**src/rtl/muxn_stream_if.sv**
```systemverilog
// Stream bus between N producers and one consumer of the muxn_stream multiplexer.
// The slave modport is the multiplexer's view; the master modport drives producers/consumer.
interface muxn_stream_if #(
  parameter int N  = 4,
  parameter int W  = 8,
  parameter int SW = $clog2(N)
);
  logic [SW-1:0]  sel;
  logic [N*W-1:0] in_data;
  logic [N-1:0]   in_valid;
  logic [N-1:0]   in_ready;
  logic [W-1:0]   out_data;
  logic           out_valid;
  logic           out_ready;
  logic [SW-1:0]  grant;

  modport slave (
    input  sel, in_data, in_valid, out_ready,
    output in_ready, out_data, out_valid, grant
  );

  modport master (
    output sel, in_data, in_valid, out_ready,
    input  in_ready, out_data, out_valid, grant
  );
endinterface

```
**src/rtl/muxn_stream.sv**
```systemverilog
// N-channel W-bit stream multiplexer with a one-deep registered output,
// selecting a channel either by external sel (RR=0) or by round-robin (RR=1).
module muxn_stream #(
  parameter int N  = 4,
  parameter int W  = 8,
  parameter int RR = 0,
  parameter int SW = $clog2(N)
) (
  input logic          clk,
  input logic          n_reset,
  muxn_stream_if.slave bus
);

  logic [W-1:0]  r_out_data;
  logic          r_out_valid;
  logic [SW-1:0] r_grant;
  logic [SW-1:0] r_ptr;

  logic          w_load;
  logic          w_xfer;
  logic          w_choice_valid;
  logic          w_sel_valid;
  logic          w_rr_found;
  logic [SW-1:0] w_c;
  logic [SW-1:0] w_rr_c;
  logic [SW-1:0] w_idx;
  logic [SW-1:0] w_next_ptr;
  logic [N-1:0]  w_in_ready;
  logic [W-1:0]  w_in_beat;

  assign w_load = !r_out_valid || bus.out_ready;

  // First valid channel searching upward from the pointer, wrapping modulo N
  always_comb begin
    w_rr_c     = '0;
    w_rr_found = 1'b0;
    w_idx      = '0;
    for (int k = 0; k < N; k++) begin
      w_idx = SW'((int'(r_ptr) + k) % N);
      if (!w_rr_found && bus.in_valid[w_idx]) begin
        w_rr_found = 1'b1;
        w_rr_c     = w_idx;
      end else begin
        w_rr_found = w_rr_found;
      end
    end
  end

  // Selected channel; codes at or above N (non power-of-2 N) select nothing
  always_comb begin
    w_sel_valid = 1'b0;
    if (int'(bus.sel) < N) begin
      w_sel_valid = bus.in_valid[bus.sel];
    end else begin
      w_sel_valid = 1'b0;
    end
  end

  always_comb begin
    w_c            = '0;
    w_choice_valid = 1'b0;
    if (RR != 0) begin
      w_c            = w_rr_c;
      w_choice_valid = w_rr_found;
    end else begin
      w_c            = bus.sel;
      w_choice_valid = w_sel_valid;
    end
  end

  // One-hot accept, held low through the reset cycle
  always_comb begin
    w_in_ready = '0;
    if (n_reset && w_load && w_choice_valid) begin
      w_in_ready[w_c] = 1'b1;
    end else begin
      w_in_ready = '0;
    end
  end

  assign w_xfer = |(w_in_ready & bus.in_valid);

  always_comb begin
    w_in_beat = '0;
    for (int i = 0; i < N; i++) begin
      if (SW'(i) == w_c) begin
        w_in_beat = bus.in_data[i*W +: W];
      end else begin
        w_in_beat = w_in_beat;
      end
    end
  end

  assign w_next_ptr = (int'(w_c) == N - 1) ? '0 : w_c + SW'(1);

  // Output register: load on transfer, drop valid on a drain with no refill
  always_ff @(posedge clk) begin
    if (!n_reset) begin
      r_out_data  <= '0;
      r_out_valid <= 1'b0;
      r_grant     <= '0;
      r_ptr       <= '0;
    end else if (w_xfer) begin
      r_out_data  <= w_in_beat;
      r_out_valid <= 1'b1;
      r_grant     <= w_c;
      r_ptr       <= w_next_ptr;
    end else if (bus.out_ready) begin
      r_out_valid <= 1'b0;
    end
  end

  assign bus.in_ready  = w_in_ready;
  assign bus.out_data  = r_out_data;
  assign bus.out_valid = r_out_valid;
  assign bus.grant     = r_grant;

endmodule

```
**src/flat_wrapper.sv**
```systemverilog
// flat-port wrapper written by rule: the top's interface ports become plain ports
module muxn_stream_flat 
#(
  parameter int N  = 4,
  parameter int W  = 8,
  parameter int RR = 0,
  parameter int SW = $clog2(N)
)
  (clk, n_reset, bus_sel, bus_in_data, bus_in_valid, bus_out_ready, bus_in_ready, bus_out_data, bus_out_valid, bus_grant);
  muxn_stream_if #(.N(N), .W(W), .SW(SW)) bus_i ();
  input logic clk;
  input logic n_reset;
  input wire logic [$bits(bus_i.sel)-1:0] bus_sel;
  input wire logic [$bits(bus_i.in_data)-1:0] bus_in_data;
  input wire logic [$bits(bus_i.in_valid)-1:0] bus_in_valid;
  input wire logic [$bits(bus_i.out_ready)-1:0] bus_out_ready;
  output wire logic [$bits(bus_i.in_ready)-1:0] bus_in_ready;
  output wire logic [$bits(bus_i.out_data)-1:0] bus_out_data;
  output wire logic [$bits(bus_i.out_valid)-1:0] bus_out_valid;
  output wire logic [$bits(bus_i.grant)-1:0] bus_grant;
  assign bus_i.sel = bus_sel;
  assign bus_i.in_data = bus_in_data;
  assign bus_i.in_valid = bus_in_valid;
  assign bus_i.out_ready = bus_out_ready;
  assign bus_in_ready = bus_i.in_ready;
  assign bus_out_data = bus_i.out_data;
  assign bus_out_valid = bus_i.out_valid;
  assign bus_grant = bus_i.grant;
  muxn_stream #(.N(N), .W(W), .RR(RR), .SW(SW)) u_core (.clk(clk), .n_reset(n_reset), .bus(bus_i));
endmodule
```
**config.mk**
```make
export PLATFORM = sky130hd
export DESIGN_NAME = muxn_stream_flat
export DESIGN_NICKNAME = d
export VERILOG_FILES = /design/src/rtl/muxn_stream_if.sv /design/src/rtl/muxn_stream.sv /design/src/flat_wrapper.sv
export SDC_FILE = /design/constraint.sdc
export NUM_CORES = 1
export LEC_CHECK = 0
export CORE_UTILIZATION = 30
export DETAILED_ROUTE_END_ITERATION = 8
export PLACE_DENSITY = 0.75
export SETUP_SLACK_MARGIN = 0.2
export SKIP_CTS_REPAIR_TIMING = 1
export SLEW_MARGIN = 20
export SYNTH_ARGS = -nofsm -noshare
export SYNTH_HDL_FRONTEND = slang
export SYNTH_SLANG_ARGS = --single-unit
```
**constraint.sdc**
```tcl
create_clock -name clk -period 1.45 [get_ports clk]
set_clock_uncertainty 0.05 [all_clocks]
set_input_delay 0.435 -clock clk [delete_from_list [all_inputs] [get_ports clk]]
set_output_delay 0.435 -clock clk [all_outputs]
set_load 0.1 [all_outputs]
```
Figure 1. M1 wires (run 1).
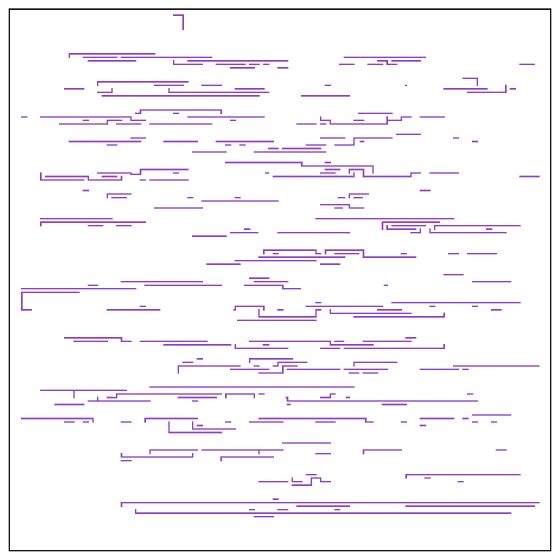
wire length on this layer: 974 um
share of all routed wire: 37%
nets with wire on the layer: 146

Figure 2. Cell area per tile (run 1).
The die is cut into 10 by 10 equal tiles; white is low, dark blue is high, 0 to 100% covered.
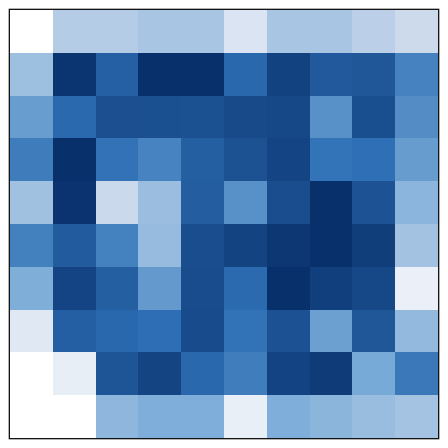
nearly empty tiles: 4.0%
tiles over 75% full: 47%
emptiest ninth of the die: lower left
fullest tile: 100%
mean over tiles: 65%

Figure 3. Cell outlines without signal wires (run 1).
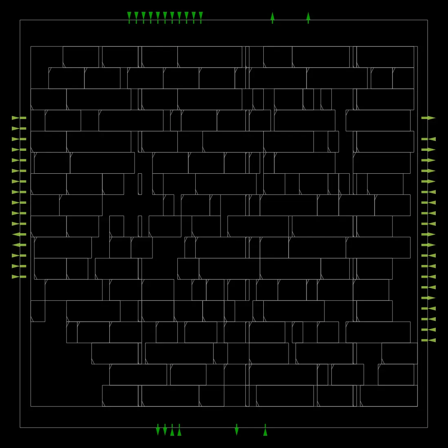
sequential share of cell area: 13.12%
Core Area: 2297 um^2
tapcell count: 28
# rows: 17
Core Util, Final: 78.43%

==> results.toml, run 1 <==
# implementation run metrics
[run_status]
status = "finished with violations"
violations = "setup timing"

[synthesis]
ys_seq_share_pct = 28.95
ys_cells = 71

[floorplanning]
ios = 56
dieArea_um2 = 2741
fp_util_pct = 33.12

[clock_network]
clock_latency_ns = 0.26
ctsLongestPathBuffers = 2
tritoncts = "built"

[layout]
drive_gt1_share_pct = 56.64
antenna_cells = 0

[timing]
finalSetupViolations = 5
period_minus_slack_ns = 1.755
fin_ws_ns = -0.3054

[run]
maxCapViolCount = 0

[detailed_routing]
vias = 823
route.detailed.wl_per_inst_um = 15.42
final_antenna_net_count = 0

[min_path]
hp-class = "flip-flop to flip-flop"

[critical_path]
cp-end-kind = "primary output"

[power_and_ir_drop]
total_power_mw = 1.360

[placement]
io_buffer_count = 55
run 1: routing by layer:
metal	GRT usage, %	share of wire, %	up-vias
met5	0	0	-
li1	-	-	399
met4	5.263	0.64	0
met3	4.058	7.9	2
met2	32.70	54	40
met1	16.87	37	382
run 1: worst max-delay path: cells and delay by family (launching register included):
family	cells	cell delay, ns
buffers and inverters	1	0.21
DFF	1	0.35
and+or+nand+nor	3	0.44
run 1: cell usage in the layout, fill, tap and decap left out, types with 2 or more instances in the layout:
cell and count:
buf_12 15, buf_4 13, buf_6 6, clkbuf_2 3
clkbuf_4 3, dfxtp_2 10, dlymetal6s2s_1 34, inv_1 3
inv_2 8, mux2i_1 9, mux4_2 9, nand2_1 10
nand2_4 2, nand3_4 2
run 1: report_power, final:
| part | switching (mW) | internal (mW) |
|---|---|---|
| clock network | 0.0984 | 0.107 |
| logic | 0.421 | 0.352 |
| registers | 0.0368 | 0.345 |
| total | 0.556 | 0.804 |
run 1: cell families after synthesis:
logic type / count (synthesis) / synth area share [%]
mux: 20 / 43.92
buf+inv: 16 / 10.69
compound gates: 3 / 2.962
simple gates: 21 / 13.49
flops: 11 / 28.95
run 1: through the flow:
step,cell area (um^2),setup TNS (ns),hold WS (ns),cells
6_report,1802,-1.176,0.4324,171
5_1_grt,1802,-1.408,0.4563,171
4_1_cts,1653,-6.521,0.4356,164
3_5_place_dp,1627,-9.495,0.4257,160
3_3_place_gp,1627,-9.321,0.4155,160
2_1_floorplan,872.1,-3.351,0.5576,71
run 1: flip-flops by register name, summed over array words and instances (netlist names):
register	flops
u_core.bus.out_valid	1
u_core.bus.out_data	8
u_core.bus.grant	2
run 1: area by class of cell:
class	count	area [um^2]	area share, %
Tap cell	28	35.03	1.944
Inverter	11	41.29	2.292
Timing Repair Buffer	72	920.9	51.11
Sequential cell	11	236.5	13.12
Clock buffer	4	26.28	1.458
Multi-Input combinational cell	45	541.8	30.07
run 1: worst max-delay path by stage:
stage | cells past startpoint | slack, ns | start | end
6_report | 4 | -0.31 | u_core.bus.out_valid$_SDFFE_PN0P_ | bus_in_ready[0]
5_1_grt | 4 | -0.36 | u_core.bus.out_valid$_SDFFE_PN0P_ | bus_in_ready[0]
4_1_cts | 6 | -0.68 | bus_out_ready | bus_in_ready[3]
3_5_place_dp | 4 | -0.68 | bus_sel[0] | u_core.bus.out_data[4]$_SDFFE_PN0P_
3_3_place_gp | 6 | -0.68 | bus_out_ready | bus_in_ready[3]
2_1_floorplan | 3 | -0.79 | u_core.bus.out_valid$_SDFFE_PN0P_ | bus_in_ready[0]
run 1: cells in the mapped netlist, drive strengths merged:
cell type  count
mux4           9
mux2i          9
inv           11
nand2b         1
clkbuf         1
nand3          3
nor3           1
nor3b          1
and2           1
nor2           1
a21boi         1
nand2         12
nor4b          1
o2bb2ai        1
dfxtp         11
buf            4
a31oi          1
mux2           2
==> run 1 -> run 2 <==
--- a/config.mk
+++ b/config.mk
@@ -5,7 +5,9 @@
 export SDC_FILE = /design/constraint.sdc
 export NUM_CORES = 1
 export LEC_CHECK = 0
+export CORE_MARGIN = 3
 export CORE_UTILIZATION = 30
+export CTS_BUF_LIST = sky130_fd_sc_hd__clkbuf_16
 export DETAILED_ROUTE_END_ITERATION = 8
 export PLACE_DENSITY = 0.75
 export SETUP_SLACK_MARGIN = 0.2
Figure 4. Met2 routing (run 2).
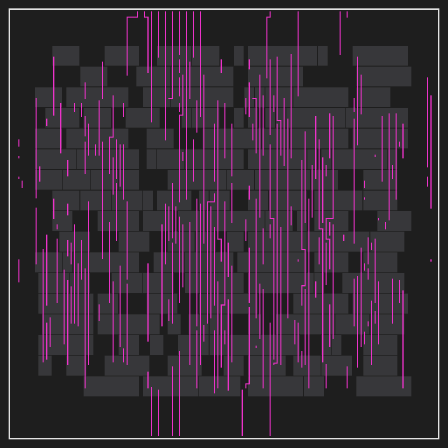
share of all routed wire: 55%
main direction: vertical

==> results.toml, run 2 <==
# implementation run metrics
[power_and_ir_drop]
seqPwrFrac_pct = 23.0
comb_power_share_pct = 47.0
p_int_mw = 1.070
switching_share_pct = 36.30
total_power_mw = 1.680
netSwitchingPower_mw = 0.6099
p_clk_share_pct = 30.1

[synthesis]
netlist_top_cells_count = "nand2_1, dfxtp_1, inv_1"
ys_async_sr_fraction_pct = 0
ys_cells = 71
edf_count = 0
ys_seq_share_pct = 28.95
synthFlopType = "dfxtp_1"

[layout]
drive_gt1_share_pct = 58.74
largest_register_ffs = 8
final_core_util_pct = 80.39
layout_top_cells = "dlymetal6s2s_1, buf_12, clkdlybuf4s50_1"
antenna_cells = 0
stdcell_count = 171

[timing]
finalSetupViolations = 10
fin_ws_ns = -0.3289
period_minus_slack_ns = 1.779

[critical_path]
cp-end-kind = "primary output"

[floorplanning]
fp-row-count = 17
dieArea_um2 = 3176
core_um2 = 2297
ios = 56
fp_util_pct = 33.12

[detailed_routing]
vias = 835
route.detailed.wl_per_inst_um = 16.58
viasPerCell = 4.883
final_antenna_net_count = 0

[placement]
placed_cells = 162
io_buffer_count = 55

[run_status]
status = "finished with violations"
violations = "setup timing"

[global_route]
grt_pass1_wl_um = 4243
track_usage_pct = 17.18

[run]
maxCapViolCount = 0

[clock_network]
clock_latency_ns = 0.24
tritoncts = "built"

[min_path]
hp-class = "flip-flop to flip-flop"
Figure 5. M1 wires (run 2).
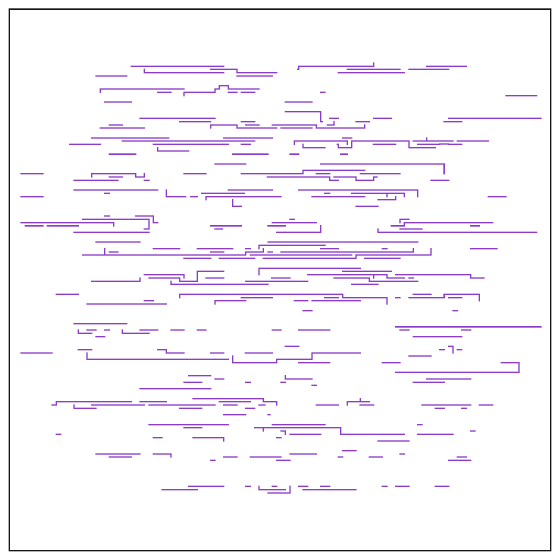
longest straight run: 17.0 um
main direction: horizontal
wire length on this layer: 1,020 um
share of all routed wire: 36%

run 2: path summary, 6_finish.rpt:
check | start | to | slack [ns]
max | u_core.bus.out_valid$_SDFFE_PN0P_ | bus_in_ready[0] | -0.33
min | u_core.bus.out_data[5]$_SDFFE_PN0P_ | u_core.bus.out_data[5]$_SDFFE_PN0P_ | 0.44
max reg2reg | u_core.bus.out_valid$_SDFFE_PN0P_ | u_core.bus.grant[0]$_SDFFE_PN0P_ | 0.31
min reg2reg | u_core.bus.out_data[5]$_SDFFE_PN0P_ | u_core.bus.out_data[5]$_SDFFE_PN0P_ | 0.44
run 2: area by class of cell:
class,count,area (um^2)
clock buffers,3,75.07
repair buffers,72,888.4
well taps,28,35.03
multi-input cells,45,566.8
clock inverters,1,3.754
fillers,145,450.4
flip-flops and latches,11,236.5
inverters,11,41.29
run 2: cells by family after synthesis:
| group | count (synthesis) | synth area share (%) |
|---|---|---|
| flops | 11 | 28.95 |
| compound gates | 3 | 2.962 |
| mux | 20 | 43.92 |
| simple gates | 21 | 13.49 |
| buf+inv | 16 | 10.69 |
run 2: through the flow:
| stage | area (um^2) | setup TNS, ns | setup WS, ns | hold slack (ns) |
|---|---|---|---|---|
| 2_1_floorplan | 872.1 | -3.351 | -0.7873 | 0.5576 |
| 3_3_place_gp | 1642 | -9.576 | -0.6809 | 0.4155 |
| 3_5_place_dp | 1642 | -10.15 | -0.7475 | 0.4283 |
| 4_1_cts | 1720 | -7.579 | -0.6908 | 0.4340 |
| 5_1_grt | 1847 | -1.813 | -0.3748 | 0.4629 |
| 6_report | 1847 | -1.309 | -0.3289 | 0.4372 |
run 2: routing by layer:
| layer | track usage, % | vias to the layer above | routed length, um |
|---|---|---|---|
| li1 | - | 395 | - |
| met1 | 17.16 | 394 | 1023 |
| met5 | 0 | - | 0 |
| met3 | 5.057 | 5 | 195 |
| met4 | 10.17 | 0 | 66 |
| met2 | 31.05 | 41 | 1551 |
run 2: power groups by stage:
stage	clock network, mW	logic, mW	registers, mW
after detailed placement	0	0.743	0.390
after floorplan	0	0.183	0.623
after global routing	0.527	0.821	0.387
final	0.506	0.789	0.386
after CTS	0.501	0.747	0.385
after global placement	0	0.729	0.387
run 2: critical path, delay by kind of cell (launching register included):
kind,cells,cell delay [ns]
AND/OR/NAND/NOR,3,0.48
flip-flops,1,0.35
buffers and inverters,1,0.22
==> run 2 -> run 3 <==
--- a/config.mk
+++ b/config.mk
@@ -12,7 +12,7 @@
 export PLACE_DENSITY = 0.75
 export SETUP_SLACK_MARGIN = 0.2
 export SKIP_CTS_REPAIR_TIMING = 1
-export SLEW_MARGIN = 20
 export SYNTH_ARGS = -nofsm -noshare
 export SYNTH_HDL_FRONTEND = slang
 export SYNTH_SLANG_ARGS = --single-unit
+export TNS_END_PERCENT = 20
Figure 6. Cell area per tile (run 3).
The die is cut into 11 by 11 equal tiles; white is low, dark blue is high, 0 to 100% covered.
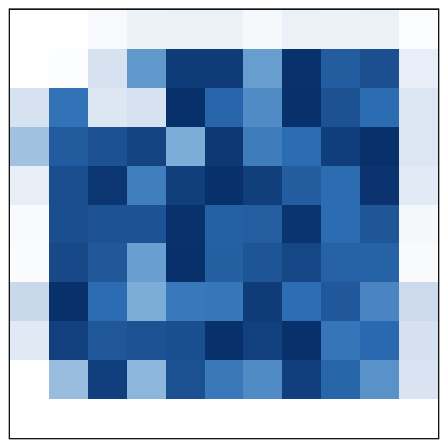
tiles over 75% full: 49%
nearly empty tiles: 13%
fullest tile: 100%
mean over tiles: 55%
densest ninth of the die: centre
emptiest ninth of the die: upper left

==> results.toml, run 3 <==
# implementation run metrics
[run_status]
violations = "setup timing"
status = "finished with violations"

[floorplanning]
core_um2 = 2297
fp-row-count = 17
fp_util_pct = 33.12
dieArea_um2 = 3176
ios = 56

[layout]
final_core_util_pct = 77.83
drive_gt1_share_pct = 50.71
ff_latch_area_um2 = 236.5
antenna_cells = 0
logic_area_um2 = 538.0
nFillCells = 144
fin_area_um2 = 1788
layout_top_cells = "clkdlybuf4s50_1, buf_12, inv_1"
lay_top_count = "clkdlybuf4s50_1"

[global_route]
track_usage_pct = 15.85
grt_pass1_wl_um = 3988

[detailed_routing]
final_antenna_net_count = 0
route.detailed.wl_per_inst_um = 15.53
m1WireLength_um = 988
wl_met2_um = 1371
viasPerCell = 4.851
highest_layer = "met4"

[clock_network]
tritoncts = "built"
ctsLongestPathBuffers = 2

[timing]
holdWs_ns = 0.4286
fin_ws_ns = -0.2935
finalSetupViolations = 5

[synthesis]
ys_seq_share_pct = 28.95
edf_count = 0
ys_async_sr_fraction_pct = 0
synthFlopType = "dfxtp_1"
netlist_top_cells_count = "nand2_1, dfxtp_1, inv_1"
ys_cells = 71

[critical_path]
worst-path-stages = 4
path_buffers = 1
cp-end-kind = "primary output"
start_kind = "flip-flop"

[run]
warnings = 28
maxCapViolCount = 0

[placement]
placed_area_um2 = 1630
Figure 7. M1 wires (run 3).
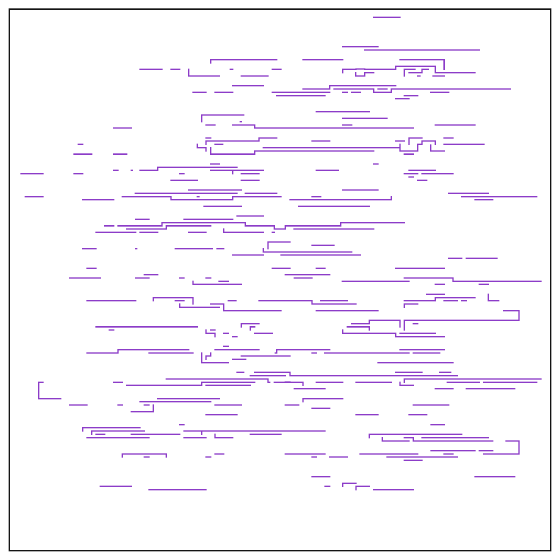
nets with wire on the layer: 148
wire length on this layer: 988 um

## run 3: cell counts after synthesis
Identical to the previous run, type by type.
## run 3: logic make-up (layout without fill, tap and decap cells)
kind of cell | after synthesis | in the layout | share of synthesized area, %
buf+inv | 16 | 85 | 10.69
mux | 20 | 20 | 43.92
compound gates | 3 | 3 | 2.962
flops | 11 | 11 | 28.95
simple gates | 21 | 21 | 13.49
## run 3: cell type report
type,count,share of cell area (%)
flip-flops and latches,11,13.23
well taps,28,1.959
clock buffers,3,4.199
inverters,11,2.309
multi-input cells,44,30.09
repair buffers,70,48.01
clock inverters,1,0.2099
## run 3: metal layers
metal  up-vias  global-route usage, %
met5         -                      0
met4         0                  4.068
met3         4                  5.057
met2        39                  26.54
met1       381                  19.61
li1        391                      -
## run 3: path summary, 6_finish.rpt
| kind | slack [ns] | endpoint | startpoint |
|---|---|---|---|
| min | 0.43 | u_core.bus.out_data[4]$_SDFFE_PN0P_ | u_core.bus.out_data[4]$_SDFFE_PN0P_ |
| min reg2reg | 0.43 | u_core.bus.out_data[4]$_SDFFE_PN0P_ | u_core.bus.out_data[4]$_SDFFE_PN0P_ |
| max reg2reg | 0.29 | u_core.bus.out_data[3]$_SDFFE_PN0P_ | u_core.bus.out_valid$_SDFFE_PN0P_ |
| max | -0.29 | bus_in_ready[0] | u_core.bus.out_valid$_SDFFE_PN0P_ |
## run 3: stage by stage
| stage | worst slack (ns) | TNS (ns) | instances |
|---|---|---|---|
| 2_1_floorplan | -0.7873 | -3.306 | 71 |
| 3_3_place_gp | -0.6590 | -8.806 | 161 |
| 3_5_place_dp | -0.6925 | -9.164 | 161 |
| 4_1_cts | -0.7004 | -6.572 | 165 |
| 5_1_grt | -0.3569 | -1.394 | 168 |
| 6_report | -0.2935 | -1.082 | 168 |
## run 3: worst min-delay path, stage by stage (launching register included)
cell	delay, ns
dfxtp_2	0.33
nand2_1	0.05
mux2i_1	0.06
## run 3: where the power goes
group          internal (mW)  switching (mW)  total (mW)
clock network          0.362           0.138       0.500
logic                  0.364           0.410       0.774
registers              0.347          0.0378       0.385
total                   1.07           0.585        1.66

==> gallery <==
Register map, names as in the netlist.
Other sequential cells in the stronger grey, the rest of the logic in the fainter grey.
image #1
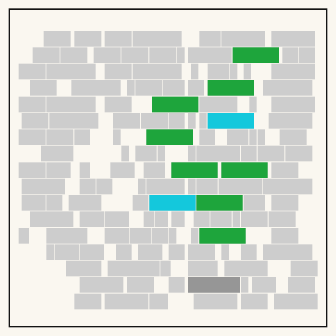
image #2
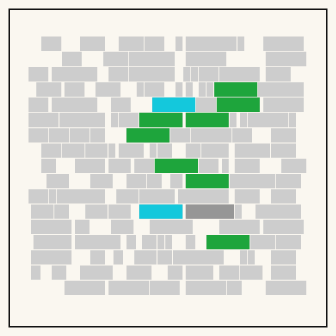
image #3
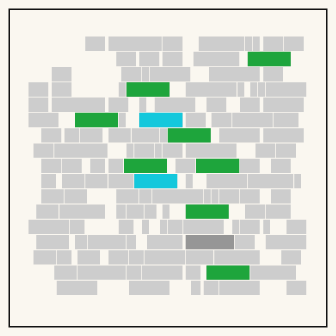
| picture | from |
|---|---|
| image #2 | run 2 |
| image #1 | run 1 |
| image #3 | run 3 |

Key to image #3:
legend:
  green:
    name_in_the_netlist: u_core.bus.out_data
    placed_flops: 8
  cyan:
    name_in_the_netlist: u_core.bus.grant
    placed_flops: 2

No activity file was given, so power comes from the tool's default toggle rates.
